File: src/rtl/ula_seq.sv
// Registered ALU with flags, sticky overflow, valid/ready handshakes and an
// iterative shift-add signed multiplier (one partial product per cycle).
module ula_seq #(
  parameter int NUM_BITS = 8
) (
  input  logic                clock,
  input  logic                reset,
  input  logic                in_valid,
  output logic                in_ready,
  input  logic [NUM_BITS-1:0] A,
  input  logic [NUM_BITS-1:0] B,
  input  logic [2:0]          F,
  output logic                out_valid,
  input  logic                out_ready,
  output logic [NUM_BITS-1:0] Saida,
  output logic                Flag_Z,
  output logic                Flag_N,
  output logic                Flag_C,
  output logic                Flag_V,
  output logic                sticky_v,
  input  logic                clear_sticky
);

  localparam int MSB = NUM_BITS - 1;
  localparam int CW  = (NUM_BITS > 1) ? $clog2(NUM_BITS) : 1;
  localparam logic [CW-1:0] LAST = CW'(NUM_BITS - 1);

  localparam logic [2:0] OP_AND  = 3'b000;
  localparam logic [2:0] OP_OR   = 3'b001;
  localparam logic [2:0] OP_ADD  = 3'b010;
  localparam logic [2:0] OP_SUB  = 3'b011;
  localparam logic [2:0] OP_XOR  = 3'b100;
  localparam logic [2:0] OP_SLT  = 3'b101;
  localparam logic [2:0] OP_MUL  = 3'b110;
  localparam logic [2:0] OP_PASS = 3'b111;

  typedef enum logic {IDLE, MUL} state_t;

  // Single-cycle ops; returns {C, V, result}.
  function automatic logic [NUM_BITS+1:0] alu_op(input logic [NUM_BITS-1:0] a,
                                                 input logic [NUM_BITS-1:0] b,
                                                 input logic [2:0]          f);
    logic signed [NUM_BITS-1:0] sa;
    logic signed [NUM_BITS-1:0] sb;
    logic [NUM_BITS:0]          sum;
    logic [NUM_BITS-1:0]        r;
    logic                       c;
    logic                       v;
    sa  = a;
    sb  = b;
    sum = '0;
    r   = '0;
    c   = 1'b0;
    v   = 1'b0;
    case (f)
      OP_AND: r = a & b;
      OP_OR:  r = a | b;
      OP_ADD: begin
        sum = {1'b0, a} + {1'b0, b};
        r   = sum[MSB:0];
        c   = sum[NUM_BITS];
        v   = (a[MSB] == b[MSB]) && (r[MSB] != a[MSB]);
      end
      OP_SUB: begin
        sum = {1'b0, a} + {1'b0, ~b} + (NUM_BITS+1)'(1);
        r   = sum[MSB:0];
        c   = sum[NUM_BITS];
        v   = (a[MSB] != b[MSB]) && (r[MSB] != a[MSB]);
      end
      OP_XOR:  r = a ^ b;
      OP_SLT:  r = (sa < sb) ? NUM_BITS'(1) : '0;
      OP_PASS: r = a;
      default: r = a;
    endcase
    return {c, v, r};
  endfunction

  function automatic logic [NUM_BITS-1:0] magnitude(input logic [NUM_BITS-1:0] x);
    return x[MSB] ? (~x + NUM_BITS'(1)) : x;
  endfunction

  // Applies the product sign and flags results outside the signed NUM_BITS range; returns {V, result}.
  function automatic logic [NUM_BITS:0] mul_fix(input logic [2*NUM_BITS-1:0] mag,
                                                input logic                  neg);
    logic signed [2*NUM_BITS-1:0] p;
    logic                         v;
    p = neg ? -$signed(mag) : $signed(mag);
    v = (p[2*NUM_BITS-1:MSB] != {(NUM_BITS+1){p[MSB]}});
    return {v, p[MSB:0]};
  endfunction

  state_t                  state;
  logic [CW-1:0]           cnt_p0;
  logic [NUM_BITS-1:0]     ma_p0;
  logic [NUM_BITS-1:0]     mb_p0;
  logic                    neg_p0;
  logic [2*NUM_BITS-1:0]   acc_p0;
  logic [2*NUM_BITS-1:0]   acc_nxt;
  logic                    accept;
  logic                    mul_done;
  logic                    load;
  logic [NUM_BITS+1:0]     alu_r;
  logic [NUM_BITS:0]       mul_r;
  logic [NUM_BITS-1:0]     res;
  logic                    res_c;
  logic                    res_v;

  assign in_ready = (state == IDLE) && (!out_valid || out_ready);
  assign accept   = in_valid && in_ready;
  assign mul_done = (state == MUL) && (cnt_p0 == LAST);
  assign load     = (accept && (F != OP_MUL)) || mul_done;

  // Stage p0: magnitude shift-add, one multiplier bit per cycle
  assign acc_nxt = acc_p0 + (mb_p0[cnt_p0] ? ({{NUM_BITS{1'b0}}, ma_p0} << cnt_p0) : '0);
  assign alu_r   = alu_op(A, B, F);
  assign mul_r   = mul_fix(acc_nxt, neg_p0);

  always_comb begin
    res   = alu_r[MSB:0];
    res_c = alu_r[NUM_BITS+1];
    res_v = alu_r[NUM_BITS];
    if (mul_done) begin
      res   = mul_r[MSB:0];
      res_c = 1'b0;
      res_v = mul_r[NUM_BITS];
    end
  end

  always_ff @(posedge clock) begin
    if (accept && (F == OP_MUL)) begin
      ma_p0  <= magnitude(A);
      mb_p0  <= magnitude(B);
      neg_p0 <= A[MSB] ^ B[MSB];
      acc_p0 <= '0;
    end else if (state == MUL) begin
      acc_p0 <= acc_nxt;
    end
  end

  // Stage p1: output register, flags, sticky overflow and sequencing
  always_ff @(posedge clock or negedge reset) begin
    if (!reset) begin
      state     <= IDLE;
      cnt_p0    <= '0;
      out_valid <= 1'b0;
      Saida     <= '0;
      Flag_Z    <= 1'b0;
      Flag_N    <= 1'b0;
      Flag_C    <= 1'b0;
      Flag_V    <= 1'b0;
      sticky_v  <= 1'b0;
    end else begin
      if (load) begin
        Saida     <= res;
        Flag_Z    <= (res == '0);
        Flag_N    <= res[MSB];
        Flag_C    <= res_c;
        Flag_V    <= res_v;
        out_valid <= 1'b1;
      end else if (out_valid && out_ready) begin
        out_valid <= 1'b0;
      end

      if (clear_sticky) begin
        sticky_v <= 1'b0;
      end else if (load && res_v) begin
        sticky_v <= 1'b1;
      end

      case (state)
        IDLE: begin
          if (accept && (F == OP_MUL)) begin
            state  <= MUL;
            cnt_p0 <= '0;
          end
        end
        MUL: begin
          if (cnt_p0 == LAST) begin
            state <= IDLE;
          end else begin
            cnt_p0 <= cnt_p0 + CW'(1);
          end
        end
        default: state <= IDLE;
      endcase
    end
  end

endmodule

File: config.mk
export PLATFORM = sky130hd
export DESIGN_NAME = ula_seq
export DESIGN_NICKNAME = d
export VERILOG_FILES = /design/src/rtl/ula_seq.sv
export SDC_FILE = /design/constraint.sdc
export NUM_CORES = 1
export LEC_CHECK = 0
export CAP_MARGIN = 15
export CELL_PAD_IN_SITES_DETAIL_PLACEMENT = 1
export CELL_PAD_IN_SITES_GLOBAL_PLACEMENT = 1
export CORE_UTILIZATION = 38
export DETAILED_ROUTE_END_ITERATION = 8
export GPL_TIMING_DRIVEN = 0
export PLACE_DENSITY = 0.81
export REMOVE_ABC_BUFFERS = 1
export SKIP_LAST_GASP = 1
export SYNTH_ARGS = -nofsm -noshare
export SYNTH_HDL_FRONTEND = slang
export SYNTH_SLANG_ARGS = --single-unit
File: constraint.sdc
create_clock -name clock -period 4.8 [get_ports clock]
set_clock_uncertainty 0.1 [all_clocks]
set_input_delay 0.48 -clock clock [delete_from_list [all_inputs] [get_ports clock]]
set_output_delay 0.48 -clock clock [all_outputs]
set_load 0.01 [all_outputs]
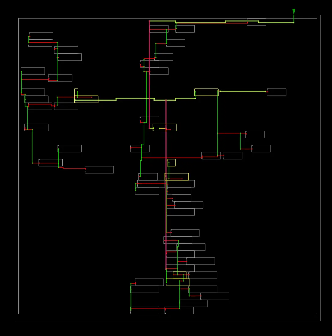
Run 1: clock wiring as the flow saved it
clock buffer count: 7
Flops: 50
CTS Sinks: 50
insertion delay to the later sink of the worst-skew pair: 310 ps

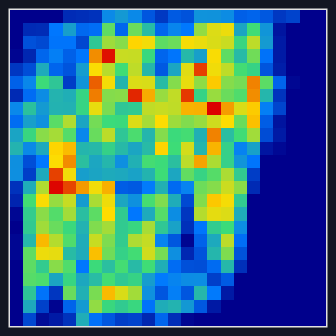
Run 1: signal metal coverage by tile
24 x 24 tiles, from dark blue (low) to red (high), scaled to the fullest tile. Values are wire area over tile area, all layers added.
nearly empty tiles: 23%
emptiest ninth of the die: south-east
mean over tiles: 0.18
fullest tile: 0.52
tiles over half the peak: 31%
drt total wl: 15990 microns
Via Count: 4953
Tot GR Track Use: 0.2302
WL per Instance: 18.96 microns

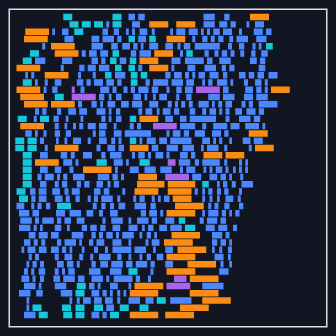
Run 1: cells colored by class
| color | class | cells | share of their area |
|---|---|---|---|
| cyan | remaining buffers and delay cells | 59 | 9.5% |
| blue | remaining logic cells | 550 | 66% |
| purple | clock drivers and dummy loads | 8 | 2.6% |
| orange | registers | 50 | 22% |
post-layout util: 0.4613
core area: 13190 sq um
sequential cell area share: 0.2077
FP Rows: 42

==> flow_metrics.py, run 1 <==
# Auto-generated metrics
metrics = {
    "run_status": {
        "outcome": "finished, final reports clean",
    },
    "grt": {
        "gr-max-usage-layer": "met2",
        "antenna_found_initial": 0,
        "first_global_vias": 5134,
    },
    "hold_path": {
        "holdCritPathClass": "reg2reg",
    },
    "clock_network": {
        "cts_buffers": 5,
        "post_cts_buffers": 9,
        "cts.clk_slew.worst_paths_ps": 70,
        "cts_tree": "yes",
    },
    "finish": {
        "dominant_cells": "logic gates",
        "final_area_sq_um": 6085,
        "clk_share": 0.02488,
        "largest_reg_flops": 16,
        "nNonClkInverters": 39,
        "comb_share": 0.6157,
        "top_register": "acc_p0",
        "final_cell_count_no_fill": 843,
        "lay_top_cells": "69 x nor2_1, 48 x a21oi_1, 44 x nand2_1, 42 x ha_1, 38 x clkdlybuf4s50_1",
        "final-nonclk-buf-share": 0.09151,
    },
    "floorplanning": {
        "initCoreUtil": 0.3894,
        "fp.dieW_microns": 118.3,
    },
    "critical_path": {
        "path_cells": "mux4_2, nand2_1, and2_4, a21oi_1, ha_1, a21oi_4, o21bai_4, or3_4, a2111o_1, buf_4, a211o_1, nand3_2, a21bo_1, nor4_2, a211oi_2, o21ba_1",
        "crit_slowest_cell": "mux4_2",
        "cp_top_family": "AND-OR/OR-AND gates",
        "max_stage_delay_ps": 530,
    },
    "sta": {
        "tightest_slew_ps": 1145,
        "fmax_mhz": 213.5,
    },
    "power_and_ir_drop": {
        "swShare": 0.5204,
        "p_total_mw": 4.232,
        "comb_power_share": 0.736,
        "p_per_area_nw_per_um2": 695.5,
        "clockPowerShare": 0.088,
    },
    "synthesis": {
        "syn_inst": 633,
        "top_cells_by_count": "71 x nor2_1, 49 x a21oi_1, 45 x nand2_1, 44 x ha_1, 37 x inv_1",
        "area_leaders": "ha_1 11%, edfxtp_1 9.9%, dfrtp_1 8.3%, dfxtp_1 6.2%, xnor2_1 5.3%",
        "ys_sh_aoi": 0.2553,
        "ys_sh_xor": 0.05798,
        "top_area_cell": "ha_1",
        "yosysCellCount": 633,
        "mux_area_frac": 0.07284,
        "top_cell_area_share": 0.1072,
        "synth-edff-count": 17,
        "synth-async-reset-ratio": 0.3400,
    },
    "flow_run": {
        "max_cap_violations": 0,
    },
    "drt": {
        "dr.pass1.iters": 4,
        "top_layer_used": "met4",
        "ant_nets": 0,
    },
}
## run 1: worst paths after layout
path                                             from                     to  slack, ps  depth (start not counted)
worst min register to register     Flag_V$_DFFE_PN0P_     Flag_V$_DFFE_PN0P_        400                          1
worst min-delay path               Flag_V$_DFFE_PN0P_     Flag_V$_DFFE_PN0P_        400                          1
worst max register to register  cnt_p0[0]$_DFFE_PN0P_   sticky_v$_DFFE_PN0P_        120                         16
max in group asynchronous                       reset  cnt_p0[0]$_DFFE_PN0P_       3450                          1
min in group asynchronous                       reset     Flag_V$_DFFE_PN0P_        550                          1
worst max-delay path            cnt_p0[0]$_DFFE_PN0P_   sticky_v$_DFFE_PN0P_        120                         16
==> run 2, diff against run 1 <==
--- a/config.mk
+++ b/config.mk
@@ -8,6 +8,7 @@
 export CAP_MARGIN = 15
 export CELL_PAD_IN_SITES_DETAIL_PLACEMENT = 1
 export CELL_PAD_IN_SITES_GLOBAL_PLACEMENT = 1
+export CORE_MARGIN = 4
 export CORE_UTILIZATION = 38
 export DETAILED_ROUTE_END_ITERATION = 8
 export GPL_TIMING_DRIVEN = 0
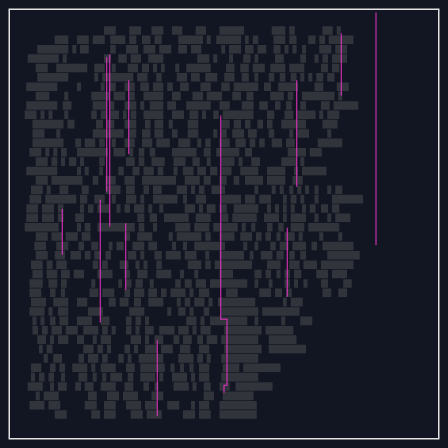
Run 2: metal 4
Cells faint in the background.
longest straight run: 67.3 microns
wire length on this layer: 417 microns
nets with wire on the layer: 12
share of all routed wire: 2.6%
drt total wl: 16310 microns
Via Count: 4992

==> flow_metrics.py, run 2 <==
# Auto-generated metrics
metrics = {
    "critical_path": {
        "rr_endpoint": "sticky_v$_DFFE_PN0P_",
        "crit_slowest_cell": "mux4_2",
        "path_class": "reg2reg",
        "path_cells": "mux4_2, nand2_4, nor2_1, ha_1, fa_1, a21o_1, and4_4, or3_4, a2111o_1, nor3_4, buf_4, nand4_1, o31ai_1, a21oi_2, a211oi_2, a211oi_2, o21ba_1",
        "max_stage_delay_ps": 550,
        "cp_top_family": "AND-OR/OR-AND gates",
        "r2r_cells": 17,
        "critPathLaunch": "cnt_p0[0]$_DFFE_PN0P_",
        "worstReg2RegStart": "cnt_p0[0]$_DFFE_PN0P_",
        "r2r_setup_slack_ps": 60,
        "crit_end": "sticky_v$_DFFE_PN0P_",
        "crit_path_start_kind": "register",
        "crit_cells": 17,
    },
    "finish": {
        "lay_top_count": "nor2_1",
        "largest_reg_flops": 16,
        "final_cell_count_no_fill": 838,
        "top_register": "acc_p0",
        "final_area_sq_um": 6076,
        "lay_top_cells": "69 x nor2_1, 47 x a21oi_1, 44 x nand2_1, 38 x ha_1, 38 x clkdlybuf4s50_1",
        "postLayoutCoreUtil": 0.4588,
    },
    "drt": {
        "route.layer.met1.wl_microns": 7176,
        "ant_nets": 0,
        "top_layer_used": "met4",
        "post_drt_wl_per_cell_microns": 19.47,
        "vias_per_cell": 5.957,
        "dr.pass1.iters": 4,
    },
    "synthesis": {
        "top_cells_by_count": "71 x nor2_1, 49 x a21oi_1, 45 x nand2_1, 44 x ha_1, 37 x inv_1",
        "most_common_cell": "nor2_1",
        "yosysCellCount": 633,
        "synth-async-reset-ratio": 0.3400,
        "top_area_cell": "ha_1",
        "syn_inst": 633,
        "synth-edff-count": 17,
        "numSynthFlops": 50,
        "area_leaders": "ha_1 11%, edfxtp_1 9.9%, dfrtp_1 8.3%, dfxtp_1 6.2%, xnor2_1 5.3%",
        "yosys_warnings": 0,
        "top_cell_area_share": 0.1072,
        "yosys_area_sq_um": 5136,
        "syn_avg_cell_area_sq_um": 8.114,
    },
    "floorplanning": {
        "die_height_microns": 124.3,
        "num_rows": 42,
        "initCoreUtil": 0.3878,
        "io_pins": 39,
        "coreArea_sq_um": 13240,
        "fp.dieW_microns": 124.3,
    },
    "power_and_ir_drop": {
        "comb_power_share": 0.736,
        "swShare": 0.5223,
        "clockPowerShare": 0.092,
        "seq_power_share": 0.172,
        "p_comb_mw": 3.09,
        "ir_worst_vdd_uv": 297.6,
        "p_total_mw": 4.204,
        "p_per_area_nw_per_um2": 691.8,
    },
    "clock_network": {
        "cts_tree": "yes",
        "clock_path_buffers": 2,
        "post_cts_buffers": 10,
        "cts_num_sinks": 50,
        "cts_resized": 15,
        "holdBufCountCts": 0,
        "clock_latency_ps": 310,
        "cts.clk_slew.worst_paths_ps": 70,
        "cts_buffers": 5,
        "htreeDepth": 2,
        "cts-root-buf": "clkbuf_16",
    },
    "placement": {
        "place_area_sq_um": 5627,
        "place_congestion": 0.8647,
        "place_inst": 816,
        "io_buffers": 38,
    },
    "hold_path": {
        "min_to": "Saida[0]$_DFFE_PN0P_",
        "holdPathStages": 2,
        "min-delay-start": "Saida[0]$_DFFE_PN0P_",
        "holdCritPathClass": "reg2reg",
    },
    "sta": {
        "tightest_slew_ps": 1122,
        "fmax_mhz": 210.9,
        "hold_violations": 0,
        "tns_ps": 0,
        "period_needed_ps": 4741,
    },
    "grt": {
        "gr-max-usage-layer": "met2",
        "grt_usage": 0.2055,
        "grt_max_degree": 34,
        "antenna_found_initial": 0,
        "grt_pass1_wl_microns": 26280,
        "first_global_vias": 5174,
        "met1_usage": 0.2571,
    },
    "flow_run": {
        "max_cap_violations": 0,
    },
    "run_status": {
        "outcome": "finished, final reports clean",
    },
}
[run 2: cell type report]
type / count / area (sq um) / share of cell area
Tap cell: 176 / 220.2 / 0.03624
Inverter: 39 / 146.4 / 0.02409
Clock buffer: 6 / 138.9 / 0.02286
Clock inverter: 2 / 16.27 / 0.002677
Timing Repair Buffer: 54 / 528.0 / 0.08690
Sequential cell: 50 / 1259 / 0.2072
Multi-Input combinational cell: 511 / 3767 / 0.6201
[run 2: logic make-up after synthesis]
logic type | Yosys count | share of synthesized area
xor+xnor | 34 | 0.05798
fa+ha+maj | 47 | 0.1189
compound gates | 192 | 0.2553
mux | 34 | 0.07284
flops | 50 | 0.2446
simple gates | 204 | 0.1951
buf+inv | 72 | 0.05530
